### src/rtl/wb_stage.sv
// Writeback stage: MEM/WB register, load-response wait with timeout, load alignment and
// register-file write port. Optional macro WB_RVFI_EN adds retirement trace ports and checks.
module wb_stage #(
  parameter int unsigned LOAD_TIMEOUT = 16
) (
  input  logic        clk_i,
  input  logic        rst_i,
  input  logic        mem_valid,
  input  logic        mem_is_rd_write,
  input  logic [4:0]  mem_rd_addr,
  input  logic [31:0] mem_result,
  input  logic        mem_is_load,
  input  logic [2:0]  mem_load_funct3,
  input  logic [1:0]  mem_addr_lo,
  input  logic        dmem_rvalid,
  input  logic [31:0] dmem_rdata,
  input  logic        dmem_err,
  output logic        wb_stall,
  output logic        wb_q_is_rd_write,
  output logic [4:0]  wb_rd_addr,
  output logic [31:0] wb_rd_wdata,
  output logic        wb_load_fault,
  output logic [63:0] wb_instret
`ifdef WB_RVFI_EN
  ,
  output logic        rvfi_valid,
  output logic [4:0]  rvfi_rd_addr,
  output logic [31:0] rvfi_rd_wdata,
  output logic        rvfi_trap
`endif
);

  logic        valid_q;
  logic        rd_write_q;
  logic [4:0]  rd_q;
  logic [31:0] result_q;
  logic        is_load_q;
  logic [2:0]  funct3_q;
  logic [1:0]  addr_lo_q;
  logic [7:0]  wait_cnt_q;
  logic [63:0] instret_q;

  logic        in_hold;
  logic        in_wait;
  logic        timeout;
  logic        bad_access;
  logic        retire;
  logic        fault;
  logic [7:0]  byte_v;
  logic [15:0] half_v;
  logic [31:0] load_data;

  assign in_hold = valid_q && !is_load_q;
  assign in_wait = valid_q && is_load_q;
  assign timeout = in_wait && (wait_cnt_q == 8'(LOAD_TIMEOUT));

  always_comb begin
    bad_access = 1'b0;
    unique case (funct3_q)
      3'b000, 3'b100: bad_access = 1'b0;
      3'b001, 3'b101: bad_access = addr_lo_q[0];
      3'b010:         bad_access = (addr_lo_q != 2'b00);
      default:        bad_access = 1'b1;
    endcase
  end

  assign byte_v = dmem_rdata[{addr_lo_q, 3'b000} +: 8];
  assign half_v = dmem_rdata[{addr_lo_q[1], 4'b0000} +: 16];

  always_comb begin
    load_data = dmem_rdata;
    unique case (funct3_q)
      3'b000:  load_data = {{24{byte_v[7]}}, byte_v};
      3'b100:  load_data = {24'h0, byte_v};
      3'b001:  load_data = {{16{half_v[15]}}, half_v};
      3'b101:  load_data = {16'h0, half_v};
      default: load_data = dmem_rdata;
    endcase
  end

  // A response in the same cycle as the timeout wins and completes normally.
  always_comb begin
    wb_stall         = 1'b0;
    retire           = 1'b0;
    fault            = 1'b0;
    wb_q_is_rd_write = 1'b0;
    wb_rd_addr       = 5'd0;
    wb_rd_wdata      = 32'd0;
    if (!rst_i) begin
      wb_stall         = in_wait && !dmem_rvalid && !timeout;
      retire           = in_hold || (in_wait && (dmem_rvalid || timeout));
      fault            = in_wait && (dmem_rvalid ? (dmem_err || bad_access) : timeout);
      wb_q_is_rd_write = retire && rd_write_q && (rd_q != 5'd0) && !fault;
      wb_rd_addr       = rd_q;
      wb_rd_wdata      = is_load_q ? load_data : result_q;
    end
  end

  assign wb_load_fault = fault;
  assign wb_instret    = instret_q;

  always_ff @(posedge clk_i) begin
    if (rst_i) begin
      valid_q    <= 1'b0;
      rd_write_q <= 1'b0;
      rd_q       <= 5'd0;
      result_q   <= 32'd0;
      is_load_q  <= 1'b0;
      funct3_q   <= 3'd0;
      addr_lo_q  <= 2'd0;
      wait_cnt_q <= 8'd0;
      instret_q  <= 64'd0;
    end else begin
      if (!wb_stall) begin
        valid_q    <= mem_valid;
        rd_write_q <= mem_is_rd_write;
        rd_q       <= mem_rd_addr;
        result_q   <= mem_result;
        is_load_q  <= mem_is_load;
        funct3_q   <= mem_load_funct3;
        addr_lo_q  <= mem_addr_lo;
        wait_cnt_q <= 8'd0;
      end else begin
        wait_cnt_q <= wait_cnt_q + 8'd1;
      end
      if (retire) begin
        instret_q <= instret_q + 64'd1;
      end
    end
  end

`ifdef WB_RVFI_EN
  assign rvfi_valid    = retire;
  assign rvfi_rd_addr  = wb_q_is_rd_write ? wb_rd_addr : 5'd0;
  assign rvfi_rd_wdata = wb_q_is_rd_write ? wb_rd_wdata : 32'd0;
  assign rvfi_trap     = wb_load_fault;

  always_ff @(posedge clk_i) begin
    if (!rst_i) begin
      assert (!(wb_q_is_rd_write && (wb_rd_addr == 5'd0)));
      assert (!wb_stall || in_wait);
    end
  end
`endif

endmodule

### config.mk
export PLATFORM = sky130hd
export DESIGN_NAME = wb_stage
export DESIGN_NICKNAME = d
export VERILOG_FILES = /design/src/rtl/wb_stage.sv
export SDC_FILE = /design/constraint.sdc
export NUM_CORES = 1
export LEC_CHECK = 0
export CORE_AREA = 2 2 121 123
export DETAILED_ROUTE_END_ITERATION = 7
export DIE_AREA = 0 0 123 125
export HOLD_SLACK_MARGIN = 0.06
export PLACE_DENSITY = 0.74
export SYNTH_ARGS = -nofsm -noshare
export SYNTH_HDL_FRONTEND = slang
export SYNTH_SLANG_ARGS = --single-unit
### constraint.sdc
create_clock -name clk_i -period 4 [get_ports clk_i]
set_input_delay 0.8 -clock clk_i [delete_from_list [all_inputs] [get_ports clk_i]]
set_output_delay 0.8 -clock clk_i [all_outputs]
set_load 0.1 [all_outputs]
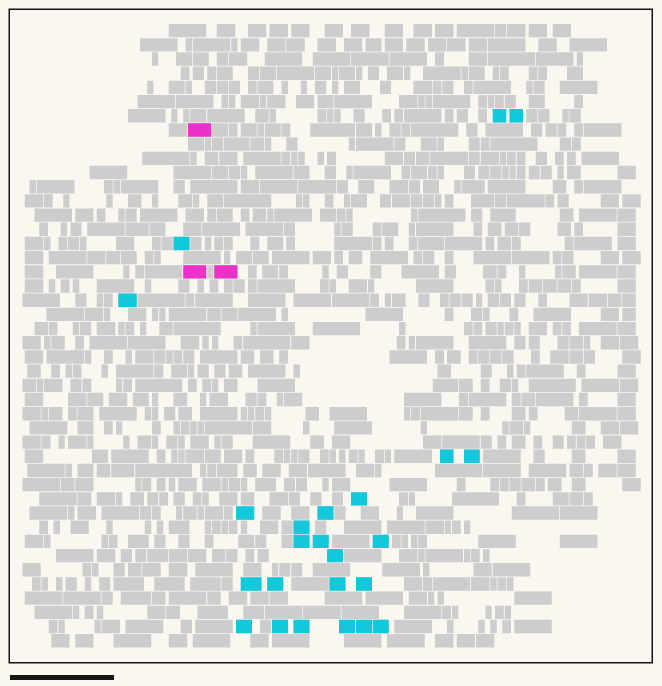
*Selected gate families, run 1*
Bar = 20 µm.
cyan -> non-inverting ao/oa cells  # cells 24
magenta -> fa/ha/maj cells  # cells 3

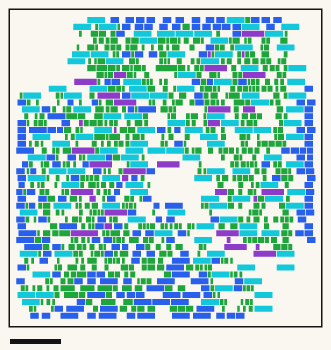
*Placement by cell class, run 1*
Bar = 20 µm.
blue -> remaining buffers and delay cells  # cells 196
purple -> clock drivers and dummy loads  # cells 32
cyan -> registers  # cells 117
green -> remaining logic cells  # cells 617

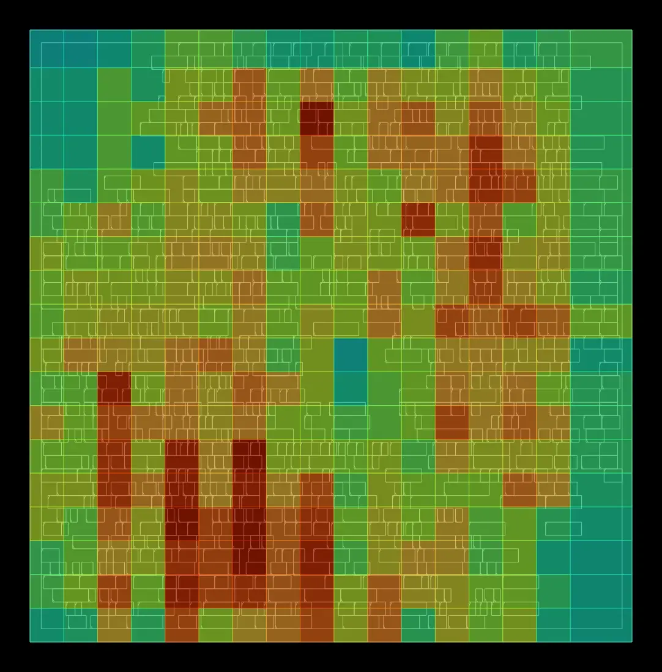
*Routing congestion, run 1*
overall routing resource usage: 24.8%
M1 GR Usage: 31.9%
Layout Utilization: 62.8%
routed wirelength normalized by instance count: 16.5 µm

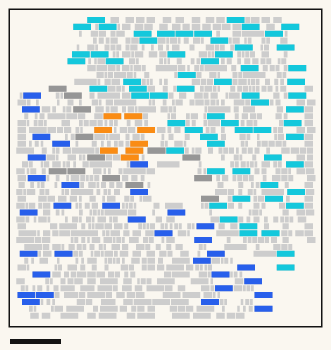
*Sequential cells grouped by signal name, run 1*
Bar = 20 µm. Other sequential cells in the stronger gray, the rest of the logic in the fainter gray.
blue -> result_q  # sequential cells 32
cyan -> wb_instret  # sequential cells 64
orange -> wait_cnt_q  # sequential cells 8, where center

==> flow_metrics.py, run 1 <==
# Physical implementation metrics
metrics = {
    "worst_setup_path": {
        "cp-start-kind": "input port",
        "worstSetupPathType": "input port to output port",
        "crit_path_cell_trace": "clkdlybuf4s50_1 -> nand2_1 -> a2111o_1 -> a21oi_1 -> a211oi_1 -> o32ai_2 -> buf_12",
        "critPathTopFamily": "AND-OR/OR-AND gates",
        "critPathMaxStageDelay_ns": 0.48,
        "worst-endpoint-arrival_ns": 2.90,
    },
    "finish": {
        "area.share.sequential_pct": 26.3,
        "final_cell_mix": "143 x sky130_fd_sc_hd__clkdlybuf4s50_1, 129 x sky130_fd_sc_hd__nand2_1, 117 x sky130_fd_sc_hd__dfxtp_1",
        "layout_top_cell_excl_fill_tap": "sky130_fd_sc_hd__clkdlybuf4s50_1",
        "num-nonclk-inverters": 11,
        "drive_above_1_share_pct": 10.4,
        "logic_area_um2": 3530,
        "antenna_cells": 1,
        "nets": 1033,
        "layout.buffer.nonclock.area_share_pct": 24.7,
        "seqCellArea_um2": 2340,
        "number_of_clock_buffer_instances_in_the_layout": 24,
        "combinational_gates": 606,
        "seq_cells": 117,
        "final.fill_count": 1249,
        "syn2layout_area_growth_pct": 47.5,
    },
    "clock_network": {
        "cts-htree-levels": 4,
        "worst_setup_hold_path_clk_slew_ns": 0.05,
        "cts_root_buf": "sky130_fd_sc_hd__clkbuf_16",
        "cts.path.max_buffers": 2,
        "cts_hold_buf": 0,
        "ctsResizeCount": 0,
        "clk_latency_ns": 0.40,
    },
    "synthesis": {
        "top_cells_by_count": "129 x sky130_fd_sc_hd__nand2_1, 117 x sky130_fd_sc_hd__dfxtp_1, 91 x sky130_fd_sc_hd__a21oi_1",
        "yosys.area_share.simple_pct": 31.5,
        "synth.yosys.chip_area_um2": 6040,
        "postSynthCellCount": 783,
        "synthAoiAreaFrac_pct": 19.6,
        "yosys_warnings": 0,
        "synth.largest_area_cell": "sky130_fd_sc_hd__dfxtp_1",
        "synth_nets": 867,
        "ys_ff": 117,
        "synthTopCellsByArea": "sky130_fd_sc_hd__dfxtp_1 39%, sky130_fd_sc_hd__nand2_1 8.0%, sky130_fd_sc_hd__a21oi_1 7.5%",
        "ys.flop_type": "sky130_fd_sc_hd__dfxtp_1",
        "syn-mean-instance-area_um2": 7.72,
        "synth_top_cell_by_count": "sky130_fd_sc_hd__nand2_1",
        "synth_async_sr_flop_share_pct": 0,
        "post_synth_main_logic_family": "simple AND/OR/NAND/NOR gates",
        "synth-edff-count": 0,
        "synth_top_area_share_pct": 38.7,
    },
    "die": {
        "taps": 184,
        "die_width_um": 123,
        "floorplan.core_area_um2": 14200,
        "floorplan.die.height_um": 125,
    },
    "power_and_ir_drop": {
        "report.power.total_mw": 3.22,
        "intPower_mw": 2.33,
        "ir_worst_vdd_uv": 288,
        "p_leak_nw": 3.15,
        "combPwrFrac_pct": 17.3,
        "share_clk_of_total_power_pct": 44.8,
        "p_sw_share_pct": 27.6,
        "power.sequential.total_mw": 1.22,
        "power.sequential.fraction_pct": 37.9,
    },
    "sta": {
        "setup_tns_ns": 0,
        "slew_viol_final": 0,
        "rsz0062_at_grt": "false",
        "final.min_clock_period_ns": 3.70,
        "final_min_period_over_clock_period_pct": 92.5,
        "final_layout_worst_hold_slack_ns": 0.450,
    },
    "placed_design": {
        "placed_area_um2": 8350,
        "dpl.hpwl_mm": 13.2,
        "place.port_buffers": 184,
        "place_worst_setup_slack_ns": 0.334,
        "place.gp.congestion": 0.870,
    },
    "detailed_routing": {
        "wl_met2_mm": 9.05,
        "drtAntennaViolNets": 0,
        "dr.pass1.iters": 5,
        "route.detailed.drc": 0,
        "uppermost_routed_layer": "met4",
    },
    "global_route": {
        "grt_pass1_wl_mm": 30.4,
        "grtUsageMet3_pct": 5.61,
        "overflow": 0,
        "layer_with_the_highest_usage": "met2",
        "grt_pass1_vias": 6007,
        "grt_start_max_net_pins": 137,
        "grt_antenna_before_repair": 1,
    },
    "outcome": {
        "status": "finished, final reports clean",
    },
    "job": {
        "log.warning_count": 30,
    },
}
## run 1: path summary, 6_finish.rpt
kind / start / endpoint / slack, ns / cells after the start
worst max-delay path: dmem_rdata[23] / wb_rd_wdata[9] / 0.30 / 7
worst min register to register: result_q[12]$_SDFFE_PP0N_ / result_q[12]$_SDFFE_PP0N_ / 0.45 / 2
worst min-delay path: result_q[12]$_SDFFE_PP0N_ / result_q[12]$_SDFFE_PP0N_ / 0.45 / 2
worst max register to register: wait_cnt_q[2]$_SDFF_PP0_ / wb_instret[61]$_SDFFE_PP0P_ / 1.34 / 6
## run 1: registers in the layout, summed over array words and instances (netlist names)
signal      flops
result_q       32
is_load_q       1
wb_instret     64
valid_q         1
funct3_q        3
wait_cnt_q      8
addr_lo_q       2
rd_q            5
rd_write_q      1
### Drive-strength map, run 1

Bar = 20 µm.
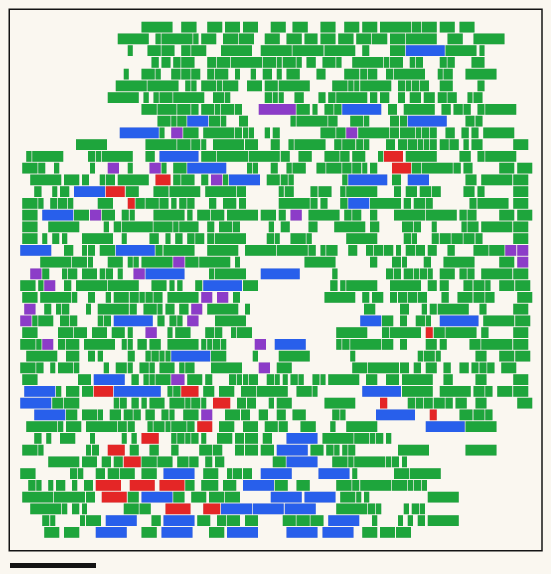

==> run 2, diff against run 1 <==
Settings changed: CAP_MARGIN set to 25, CORE_AREA 2 2 121 123 to 4 4 123 125, DIE_AREA 0 0 123 125 to 0 0 127 129, DONT_BUFFER_PORTS set to 1, PLACE_DENSITY 0.74 to not set.
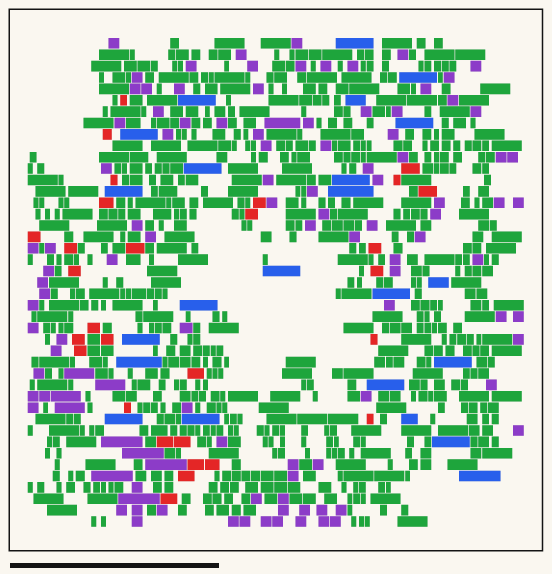
*Drive-strength map, run 2*
Bar = 50 µm.
blue -> x6 and larger  # cells 23, most used clkbuf_16
purple -> x3 and x4  # cells 109, most used buf_4
red -> x2  # cells 29
green -> x1 and smaller  # cells 704, most used nand2_1

==> run 2 against run 1 <==
Cell area is 15% lower. Synthesized cell count stayed put. Synthesized area unchanged. Non-clock buffer count decreased by 96. Critical path depth stayed put. Clock power about the same. Power fell by 3.8%. Global-route usage shrank 1.5 points. Wire length increased by 0.88%. Via count is 4.3% lower. Count of clock-buffer cells in the layout fell by 3.
==> flow_metrics.py, run 2 <==
# Physical implementation metrics
metrics = {
    "synthesis": {
        "synth.largest_area_cell": "sky130_fd_sc_hd__dfxtp_1",
        "ys_ff": 117,
        "post_synth_seq_share_pct": 38.7,
        "yosys_warnings": 0,
        "syn-mean-instance-area_um2": 7.72,
        "synth.yosys.chip_area_um2": 6040,
        "ys.flop_type": "sky130_fd_sc_hd__dfxtp_1",
        "synthTopCellsByArea": "sky130_fd_sc_hd__dfxtp_1 39%, sky130_fd_sc_hd__nand2_1 8.0%, sky130_fd_sc_hd__a21oi_1 7.5%",
        "synthAoiAreaFrac_pct": 19.6,
        "synth_top_cell_by_count": "sky130_fd_sc_hd__nand2_1",
        "synth_async_sr_flop_share_pct": 0,
        "post_synth_main_logic_family": "simple AND/OR/NAND/NOR gates",
        "synth_top_area_share_pct": 38.7,
        "synth-edff-count": 0,
        "yosys.area_share.simple_pct": 31.5,
        "top_cells_by_count": "129 x sky130_fd_sc_hd__nand2_1, 117 x sky130_fd_sc_hd__dfxtp_1, 91 x sky130_fd_sc_hd__a21oi_1",
        "synth_nets": 867,
        "synth_adder_area_share_pct": 0.621,
        "postSynthCellCount": 783,
    },
    "power_and_ir_drop": {
        "p_leak_nw": 2.81,
        "ir_worst_vdd_uv": 252,
        "share_clk_of_total_power_pct": 47.5,
        "combPwrFrac_pct": 13.2,
        "power.sequential.total_mw": 1.22,
        "power.sequential.fraction_pct": 39.4,
        "report.power.total_mw": 3.09,
        "power_dens_cells_nw_per_um2": 406,
        "p_sw_share_pct": 27.6,
        "intPower_mw": 2.24,
    },
    "detailed_routing": {
        "detail_route.iter0.violations": 587,
        "uppermost_routed_layer": "met4",
        "detail_route.wirelength.met1_mm": 7.87,
        "drtAntennaViolNets": 0,
        "dr.pass1.iters": 6,
        "detailroute.wirelength.met3_mm": 1.65,
        "wl_met2_mm": 9.11,
        "number_of_vias_per_cell_after_detailed_routing": 5.91,
        "route.detailed.drc": 0,
    },
    "sta": {
        "timing_worst_slew_pin_value_ns": 1.11,
        "final_min_period_over_clock_period_pct": 90.5,
        "final.min_clock_period_ns": 3.62,
        "final_layout_worst_hold_slack_ns": 0.446,
        "setup_tns_ns": 0,
        "rsz0062_at_grt": "false",
        "slew_viol_final": 0,
    },
    "finish": {
        "seqCellArea_um2": 2340,
        "final_cell_mix": "129 x sky130_fd_sc_hd__nand2_1, 117 x sky130_fd_sc_hd__dfxtp_1, 97 x sky130_fd_sc_hd__buf_4",
        "number_of_clock_buffer_instances_in_the_layout": 21,
        "area.share.sequential_pct": 30.8,
        "drive_above_1_share_pct": 18.6,
        "antenna_cells": 0,
        "layout_top_cell_excl_fill_tap": "sky130_fd_sc_hd__nand2_1",
        "seq_cells": 117,
        "max_reg_flops": 64,
        "num-nonclk-inverters": 11,
        "final.fill_count": 1290,
        "num-nonclk-buffers": 100,
        "nets": 937,
        "clock_area_share_pct": 7.44,
        "syn2layout_area_growth_pct": 26.0,
        "combinational_gates": 606,
        "logic_area_um2": 3670,
        "layout.buffer.nonclock.area_share_pct": 10.1,
    },
    "worst_setup_path": {
        "critPathMaxStageDelay_ns": 0.79,
        "worst-endpoint-arrival_ns": 2.82,
        "worstSetupPathType": "flip-flop to output port",
        "reg2regPathDepth": 6,
        "crit_cells": 7,
        "cp-start-kind": "flip-flop",
        "crit_path_cell_trace": "buf_4 -> nand2b_1 -> a2111o_1 -> o21ai_0 -> a21boi_0 -> a211oi_4 -> buf_4",
        "critPathTopFamily": "AND-OR/OR-AND gates",
    },
    "die": {
        "floorplan.die.height_um": 129,
        "die_width_um": 127,
        "floorplan.core_area_um2": 13900,
        "taps": 180,
        "floorplan.initialDensity_pct": 43.5,
    },
    "job": {
        "maxCapViolations": 0,
        "log.warning_count": 30,
    },
    "global_route": {
        "global_route.usage.total_pct": 23.3,
        "grt_start_max_net_pins": 138,
        "overflow": 0,
        "grt_pass1_wl_mm": 30.7,
        "grt_pass1_vias": 5954,
        "grt_antenna_before_repair": 0,
    },
    "placed_design": {
        "place.gp.congestion": 0.885,
        "placed_area_um2": 7000,
        "place.port_buffers": 0,
        "place_worst_setup_slack_ns": 0.713,
        "dpl.hpwl_mm": 13.8,
    },
    "clock_network": {
        "cts.path.max_buffers": 2,
        "cts_hold_buf": 0,
        "post-cts-setup-buffer-count": 0,
        "cts_root_buf": "sky130_fd_sc_hd__clkbuf_16",
        "clk_latency_ns": 0.42,
        "ctsResizeCount": 0,
        "cts-htree-levels": 4,
        "worst_setup_hold_path_clk_slew_ns": 0.05,
    },
    "worst_hold_path": {
        "min_delay_path_depth": 2,
    },
    "outcome": {
        "status": "finished, final reports clean",
    },
}
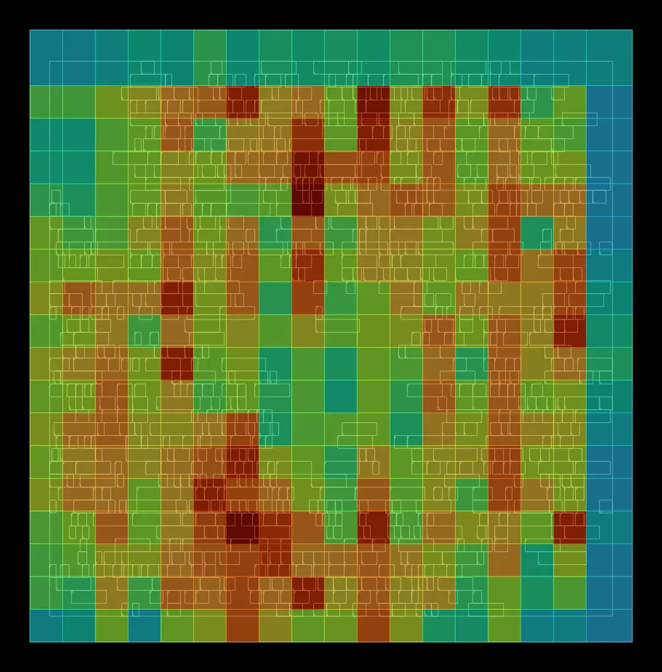
*Routing congestion, run 2*
Layout Utilization: 54.8%
layer with the highest usage: met2
global-route met3 utilization: 7.31%
routed wirelength normalized by instance count: 18.3 µm

run 2: cell counts after synthesis:
Identical to the previous run, type by type.
run 2: worst paths after layout:
kind	start	end	slack, ns
hold reg to reg	result_q[8]$_SDFFE_PP0N_	result_q[8]$_SDFFE_PP0N_	0.45
setup / recovery	addr_lo_q[1]$_SDFFE_PP0N_	wb_rd_wdata[10]	0.38
setup reg to reg	wb_instret[8]$_SDFFE_PP0P_	wb_instret[59]$_SDFFE_PP0P_	1.10
hold / removal	result_q[8]$_SDFFE_PP0N_	result_q[8]$_SDFFE_PP0N_	0.45
run 2: routing by layer:
| metal | track usage (%) | up-vias |
|---|---|---|
| met5 | 0 | - |
| met4 | 9.46 | 0 |
| met3 | 7.31 | 45 |
| met2 | 37.3 | 262 |
| met1 | 29.3 | 2903 |
| li1 | - | 2964 |
### Selected gate families, run 2

Bar = 50 µm.
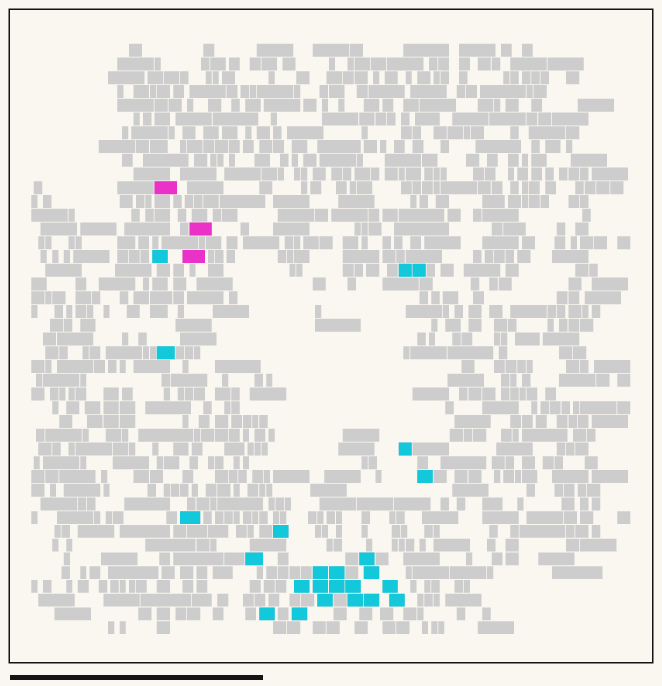

==> run 3, diff against run 2 <==
Settings changed: CAP_MARGIN 25 to 20, SKIP_CTS_REPAIR_TIMING set to 1.
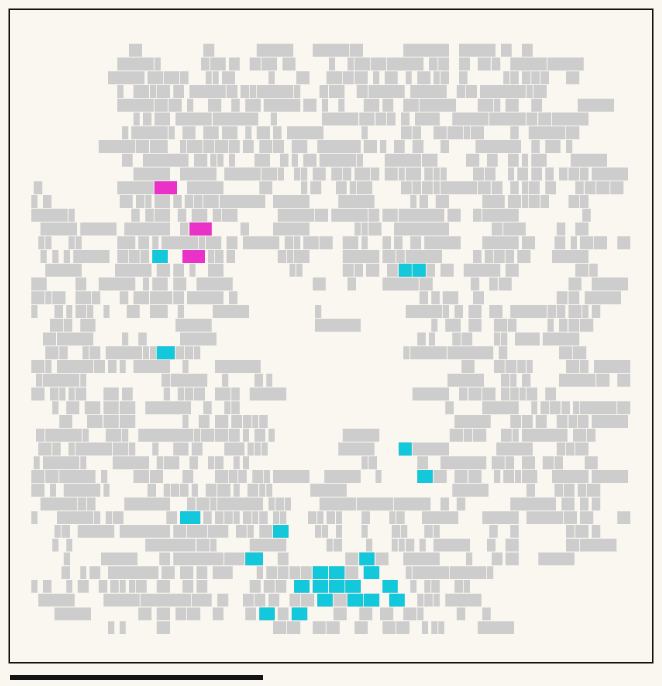
*Selected gate families, run 3*
Bar = 50 µm.
cyan -> non-inverting ao/oa cells  # cells 24
magenta -> fa/ha/maj cells  # cells 3

==> run 3 against run 2 <==
Die area stayed put. Maximum frequency hardly changed. Power is 0.11% lower. Hold slack worse by 0.0014 ns. Clock power hardly changed. Combinational power hardly changed. Synthesized cell count stayed put. Synthesized area stayed put. Register-to-register slack hardly changed. Count of clock-buffer cells in the layout stayed put.
==> flow_metrics.py, run 3 <==
# Physical implementation metrics
metrics = {
    "synthesis": {
        "yosys_warnings": 0,
        "synth.largest_area_cell": "sky130_fd_sc_hd__dfxtp_1",
        "synthAoiAreaFrac_pct": 19.6,
        "ys_sh_xor_pct": 4.49,
        "post_synth_main_logic_family": "simple AND/OR/NAND/NOR gates",
        "postSynthCellCount": 783,
        "synth_async_sr_flop_share_pct": 0,
        "synth_top_area_share_pct": 38.7,
        "top_cells_by_count": "129 x sky130_fd_sc_hd__nand2_1, 117 x sky130_fd_sc_hd__dfxtp_1, 91 x sky130_fd_sc_hd__a21oi_1",
        "post_synth_seq_share_pct": 38.7,
        "synth_nets": 867,
        "syn-mean-instance-area_um2": 7.72,
        "synth_top_cell_by_count": "sky130_fd_sc_hd__nand2_1",
        "synth_adder_area_share_pct": 0.621,
        "ys.flop_type": "sky130_fd_sc_hd__dfxtp_1",
    },
    "finish": {
        "seqCellArea_um2": 2340,
        "max_reg_flops": 64,
        "final_core_util_pct": 54.5,
        "syn2layout_area_growth_pct": 25.3,
        "antenna_cells": 0,
        "logic_area_um2": 3670,
        "drive_above_1_share_pct": 18.4,
        "layout_top_cell_excl_fill_tap": "sky130_fd_sc_hd__nand2_1",
        "final_cell_mix": "129 x sky130_fd_sc_hd__nand2_1, 117 x sky130_fd_sc_hd__dfxtp_1, 97 x sky130_fd_sc_hd__buf_4",
        "nets": 934,
    },
    "sta": {
        "final.min_clock_period_ns": 3.62,
        "final_min_period_over_clock_period_pct": 90.4,
        "final_layout_worst_hold_slack_ns": 0.444,
        "rsz0062_at_grt": "false",
        "setup_tns_ns": 0,
        "timing_worst_slew_pin_value_ns": 1.10,
        "slew_viol_final": 0,
    },
    "worst_hold_path": {
        "end_of_the_worst_hold_path": "result_q[6]$_SDFFE_PP0N_",
        "min_delay_path_depth": 2,
        "worstHoldStart": "result_q[6]$_SDFFE_PP0N_",
    },
    "global_route": {
        "layer_with_the_highest_usage": "met2",
        "grt_antenna_before_repair": 0,
        "grt_pass1_vias": 5954,
        "grt_start_max_net_pins": 138,
        "overflow": 0,
        "global_route.usage.met1_pct": 29.3,
        "global_route.usage.total_pct": 23.3,
        "grt_pass1_wl_mm": 30.7,
        "grtUsageMet3_pct": 7.31,
        "grt_use_met2_pct": 37.3,
    },
    "detailed_routing": {
        "wl_met2_mm": 9.06,
        "number_of_vias_per_cell_after_detailed_routing": 5.94,
        "dr.pass1.iters": 6,
        "detailroute.wirelength.met3_mm": 1.71,
        "uppermost_routed_layer": "met4",
        "detail_route.iter0.violations": 673,
        "drtAntennaViolNets": 0,
        "detail_route.wl_per_cell_um": 18.3,
        "detail_route.wirelength.met1_mm": 7.82,
        "route.detailed.drc": 0,
    },
    "worst_setup_path": {
        "r2r_start": "wb_instret[8]$_SDFFE_PP0P_",
        "cp-start-kind": "flip-flop",
        "worst-endpoint-arrival_ns": 2.82,
        "worstSetupPathType": "flip-flop to output port",
        "reg2regPathDepth": 6,
        "worst_setup_path_startpoint": "addr_lo_q[1]$_SDFFE_PP0N_",
        "timing.rr.end": "wb_instret[59]$_SDFFE_PP0P_",
        "critPathCapture": "wb_rd_wdata[10]",
    },
    "placed_design": {
        "place.port_buffers": 0,
        "place_worst_setup_slack_ns": 0.713,
        "dpl.hpwl_mm": 13.8,
        "placed_area_um2": 7000,
    },
    "clock_network": {
        "cts-htree-levels": 4,
        "cts_root_buf": "sky130_fd_sc_hd__clkbuf_16",
        "clk_latency_ns": 0.41,
        "worst_setup_hold_path_clk_slew_ns": 0.05,
        "cts.path.max_buffers": 2,
    },
    "power_and_ir_drop": {
        "intPower_mw": 2.24,
        "combPwrFrac_pct": 13.2,
        "p_leak_nw": 2.79,
        "report.power.total_mw": 3.09,
        "power.sequential.total_mw": 1.22,
        "ir_worst_vdd_uv": 250,
        "p_sw_share_pct": 27.5,
        "power_dens_cells_nw_per_um2": 408,
        "power.combinational.total_mw": 0.407,
    },
    "die": {
        "floorplan.die.height_um": 129,
        "die_width_um": 127,
        "floorplan.initialDensity_pct": 43.5,
    },
    "job": {
        "log.warning_count": 30,
        "maxCapViolations": 0,
    },
    "outcome": {
        "status": "finished, final reports clean",
    },
}
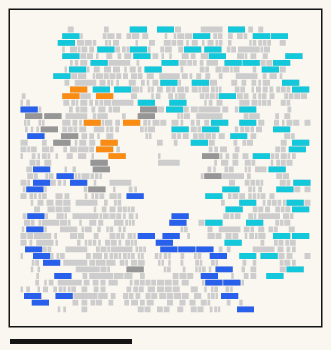
*Sequential cells grouped by signal name, run 3*
Bar = 50 µm. Other sequential cells in the stronger gray, the rest of the logic in the fainter gray.
cyan -> wb_instret  # sequential cells 64, where widely spread
blue -> result_q  # sequential cells 32
orange -> wait_cnt_q  # sequential cells 8
not colored = 13

==> run 3: cell type report <==
| type | instances | share of cell area, % |
|---|---|---|
| clock buffers | 21 | 6.08 |
| clock inverters | 10 | 1.40 |
| inverters | 11 | 0.545 |
| repair buffers | 97 | 9.62 |
| multi-input cells | 606 | 48.4 |
| flip-flops and latches | 117 | 30.9 |
| well taps | 180 | 2.97 |
==> run 3: critical path, stage by stage, from the launching register on <==
cell	delay, ns
sky130_fd_sc_hd__dfxtp_1	0.47
sky130_fd_sc_hd__buf_4	0.29
sky130_fd_sc_hd__nand2b_1	0.15
sky130_fd_sc_hd__a2111o_1	0.17
sky130_fd_sc_hd__o21ai_0	0.11
sky130_fd_sc_hd__a21boi_0	0.79
sky130_fd_sc_hd__a211oi_4	0.12
sky130_fd_sc_hd__buf_4	0.28
Power and IR drop assume default switching activity.
